Design core_test_ctrl, sky130hd; sources not shown.
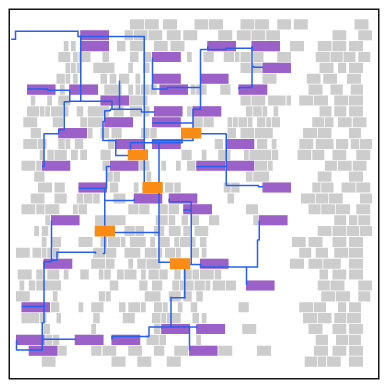
Run 1: clock wires, drivers and flops
Scale: 4 px per um.
[orange] cells driving clock nets | count: 5
[blue] clock wires | length: 605 um
[purple] flip-flops | count: 43
routed clock nets: 6
clock network latency to the later pin of the worst-skew pair: 0.30 ns
total clock network power: 0.000368 W

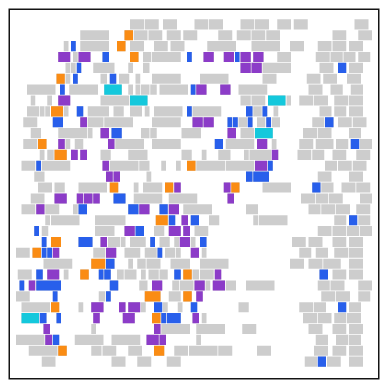
Run 1: logic cells by family
Scale: 4 px per um.
| color | family | cells |
|---|---|---|
| purple | inverting AOI/OAI gates | 63 |
| cyan | adder and majority cells | 5 |
| blue | NAND gates | 64 |
| orange | AND and OR gates | 23 |
final non-filler cell total: 554
most frequent logic cell in the layout: clkdlybuf4s50_1

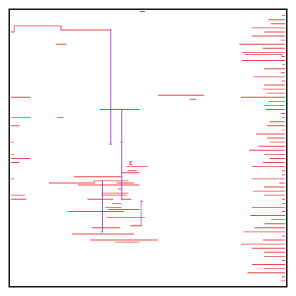
Run 1: signal wires by layer
Scale: 3 px per um. Only two layers are drawn.
| color | layer | wire length |
|---|---|---|
| red | met3 | 769 um |
| purple | met4 | 93.2 um |
global-route usage over all layers: 0.1988
Wirelength per Cell: 15.46 um
overall routed net length: 8566 um
total via count after detailed routing: 2971

==> run notes, run 1 <==
Implementation results. The flow ran to the end, and the final reports show no timing, DRC or antenna violations. Die outline width landed at 91.99 um. Number of cell instances after yosys synthesis landed at 344.

By area, the combinational part of the netlist is dominated by simple AND/OR/NAND/NOR gates. Registers represent a cell area share of 0.2102. During synthesis, Yosys emitted a total of 6 warnings.

The chip area line in the Yosys stat output reads 2834 um2. The report lists the cells along the critical path as ha_1, nand3_1, nor4_1, mux2_2, a311o_2, nor4_4, nor2_4, mux2_4. Along the worst path, the maximum fanout reaches 6.

Final clock period utilization by the worst path landed at 0.9162. Looking at area per cell type in the netlist, the leader is dfxtp_1. Net count reported at finish landed at around 530.

Counting pins that exceed their max-slew limit in the final report gives 0. By area, combinational gates come first. Leaving out the clock tree, the finished layout contains a buffer count of 120. Power density over cell area landed at approximately 320 nW/um2. Detailed placer's ending HPWL landed at 6652 um. The total area inside the core boundary comes to 7767 um2. After detailed routing, the wire length on met1 is 3716 um. Tap cell instance count landed at roughly 100. The stage logs contain a warning count of 28. Number of endpoints failing setup at the final stage landed at 0. Number of sinks on the clock net landed at approximately 43.

Actual slew at the worst max-slew pin landed at 0.6488 ns. Among all flip-flop cells after synthesis, the most frequent one is dfxtp_1. Final count of hold timing violations landed at 0.

Leaving out buffers and inverters, the combinational logic in the layout accounts for ~1800 um2. Synthesized-area fraction occupied by adder cells landed at 0.02208. Looking at the clock tree report, the root buffer type is clkbuf_8. The worst path in the final design needs a cycle of 2.932 ns, including I/O delays and setup. Register-to-register setup slack landed at 0.27 ns.
run 1: where the power goes:
part	switching, W	leakage, nW	internal, W	total [W]
logic	0.000189	0.929	0.000185	0.000374
registers	0.0000246	0.347	0.000549	0.000573
clock network	0.000212	0.0443	0.000156	0.000368
total	0.000426	1.32	0.000890	0.00132
run 1: per-stage QoR:
stage	instance area (um2)	utilization	setup slack, ns	total power, W
4_1_cts	4095	0.5272	0.2662	0.001330
5_1_grt	4095	0.5272	0.08767	0.001381
2_1_floorplan	2834	-	0.3406	0.0007858
6_report	4095	0.5272	0.2682	0.001315
3_3_place_gp	4001	0.5151	0.3587	0.0009568
3_5_place_dp	4001	0.5151	0.2831	0.0009595
Run 1, pin placement:
Scale: 4 px per um. Pins as bars across the die edge, other pins in gray.
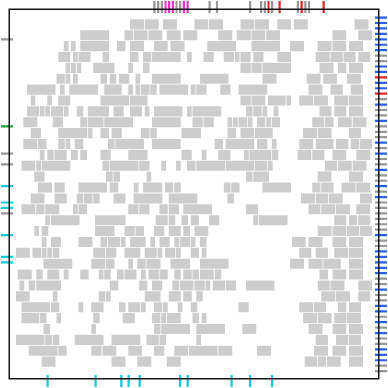

## Run 2: what changed since run 1
--- a/config.mk
+++ b/config.mk
@@ -7,3 +7,3 @@
 export LEC_CHECK = 0
-export ABC_CLOCK_PERIOD_IN_PS = 3200
+export ABC_CLOCK_PERIOD_IN_PS = 3400
 export CAP_MARGIN = 0
==> constraint.sdc (replaced) <==
create_clock -name clk -period 3.4 [get_ports clk]
set_clock_uncertainty 0.2 [all_clocks]
set_input_delay 0.34 -clock clk [delete_from_list [all_inputs] [get_ports clk]]
set_output_delay 0.34 -clock clk [all_outputs]
set_load 0.005 [all_outputs]
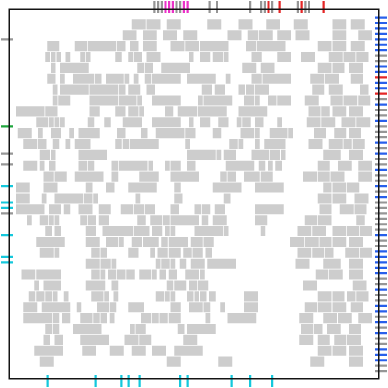
Run 2: pin placement
Scale: 4 px per um. Pins as bars across the die edge, other pins in gray.
| color | port | pins | direction | edge |
|---|---|---|---|---|
| magenta | exp_addr | 5 | output | top |
| cyan | run_cycles | 16 | output | 10 bottom, 6 left |
| red | fail_count | 6 | output | 4 top, 2 right |
| green | core_reset | 1 | output | left |
| blue | dbg_rdata | 32 | input | right |
width of the die: 91.99 um
die boundary height: 91.99 um
number of buffers inserted by port buffering: 109

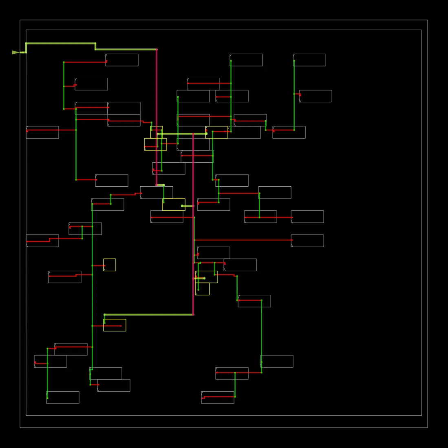
Run 2: clock nets
FFs & Latches: 43
TritonCTS Buffers: 5
Sinks on Clock Net: 43

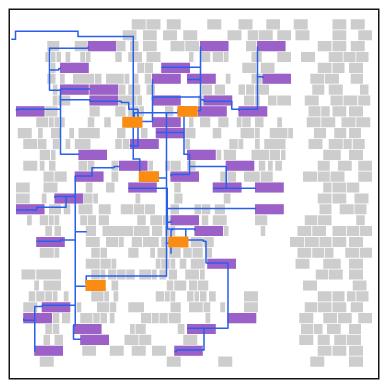
Run 2: clock wires, drivers and flops
Scale: 4 px per um.
[purple] flip-flops | count: 43
[orange] cells driving clock nets | count: 5
[blue] clock wires | length: 643 um
routed clock nets: 6
total clock network power: 0.000351 W
share of total power in the clock network: 0.287

==> run 2 against run 1 <==
  * Count of clock-buffer cells in the layout did not move
  * Combinational power fell by 11%
  * Sequential share of layout area rose by 0.20 points
==> run notes, run 2 <==
Implementation results. Clock insertion delay at the later pin of the skew report landed at 0.30 ns (about the same). Before antenna repair, the detailed router went through 5 iterations. The tap cell instance count came to 102 (unchanged).

Layout buffer count excluding clock buffers landed at 115 (-4.2%). Total design power landed at 0.001221 W (-7.2%). Synthesized-area fraction occupied by adder cells landed at 0.02208 (unchanged). Buffering overhead landed at 0.2801. 110 I/O pins were placed.

Placeable core region landed at 7767 um2 (unchanged). In this run the critical path is formed by ha_1, nand3_1, nor4_1, mux2_2, a311o_2, nor4_4, nor2_4, mux2_4. The run finished with clean final reports. The final core utilization was 0.5222 (-0.004994). Number of warning messages in the logs landed at 28 (unchanged). Total number of yosys warnings landed at 6 (unchanged). The power density over cell area was 300.9 nW/um2 (-6.3%).

In this run the remaining antenna-violating nets after routing total 0. All-layer global routing usage landed at 0.1975 (-0.001365). The maximum fanout along the worst path came to 6 (unchanged). Per the CTS log, the root buffer master is clkbuf_8. Detailed placer's ending HPWL landed at 6564 um (-1.3%). The most used flip-flop cell after synthesis is dfxtp_1.

Among the non-sequential cells, simple AND/OR/NAND/NOR gates take the most area. The final cell count without fillers came to 549 (-0.90%). Number of inserted diodes landed at 0. Net count reported at finish landed at 520 (-0.95%). Final wirelength landed at 8539 um (-0.32%). Number of hold-repair buffers added at the cts stage landed at 0. The number of slew-limit violations in the final report was 0 (unchanged). The footprint of the multi-input gates is 1809 um2 (unchanged). Register-to-register setup slack landed at 0.38 ns (+0.11 ns). Number of gates resized after CTS landed at 0. The final clock period utilization by the worst path was 0.8895 (-0.02666). The actual slew at the worst max-slew pin came to 0.7654 ns (+0.1166 ns). In the final design, more cell area goes to combinational gates than to any other class.

The most common logic cell in the final layout is clkdlybuf4s50_1. The fraction of final cell area spent on clock buffers and inverters in this run is 0.02283. The proportion of cell area occupied by registers was 0.2122 (+0.002010). Of all flip-flops after synthesis, the portion carrying an async set or reset was 0. The biggest area contributor in the post-synthesis netlist is dfxtp_1. Average wire per standard cell landed at 15.55 um (+0.59%). The total number of vias was 2920 (-1.7%). The die covers 8461 um2. The number of endpoints failing setup at the final stage is 0 (unchanged).

Synthesis area per yosys landed at 2834 um2 (unchanged). The final critical path time including I/O delays and setup came to 3.024 ns (+0.09259 ns). The number of cell instances after yosys synthesis is 344 (unchanged).

Share of the synthesized area in the top cell type landed at 0.3038. The final count of hold timing violations is 0 (unchanged).
run 2: where the power goes:
part           internal (W)  leakage [nW]  switching, W
Sequential         0.000516         0.347     0.0000226
Combinational      0.000165         0.903      0.000166
Clock              0.000147        0.0408      0.000204
run 2: metrics by stage:
step	cell area, um2	setup WS [ns]
after floorplan	2834	0.6735
after global placement	3964	0.4844
after detailed placement	3964	0.4112
after CTS	4056	0.3740
after global routing	4056	0.1897
final	4056	0.3756
run 2: routing by layer:
layer,part of all wire,global-route usage
met5,0,0
met4,0.011,0.05078
met1,0.44,0.2472
met2,0.46,0.3389
met3,0.087,0.04643
run 2: tightest hold or removal path, delay by kind of cell (launching register included):
family / cells / cell delay (ns)
AND-OR/OR-AND: 1 / 0.05
AND/OR/NAND/NOR: 1 / 0.05
flip-flops: 1 / 0.31
Power and IR drop assume default switching activity.
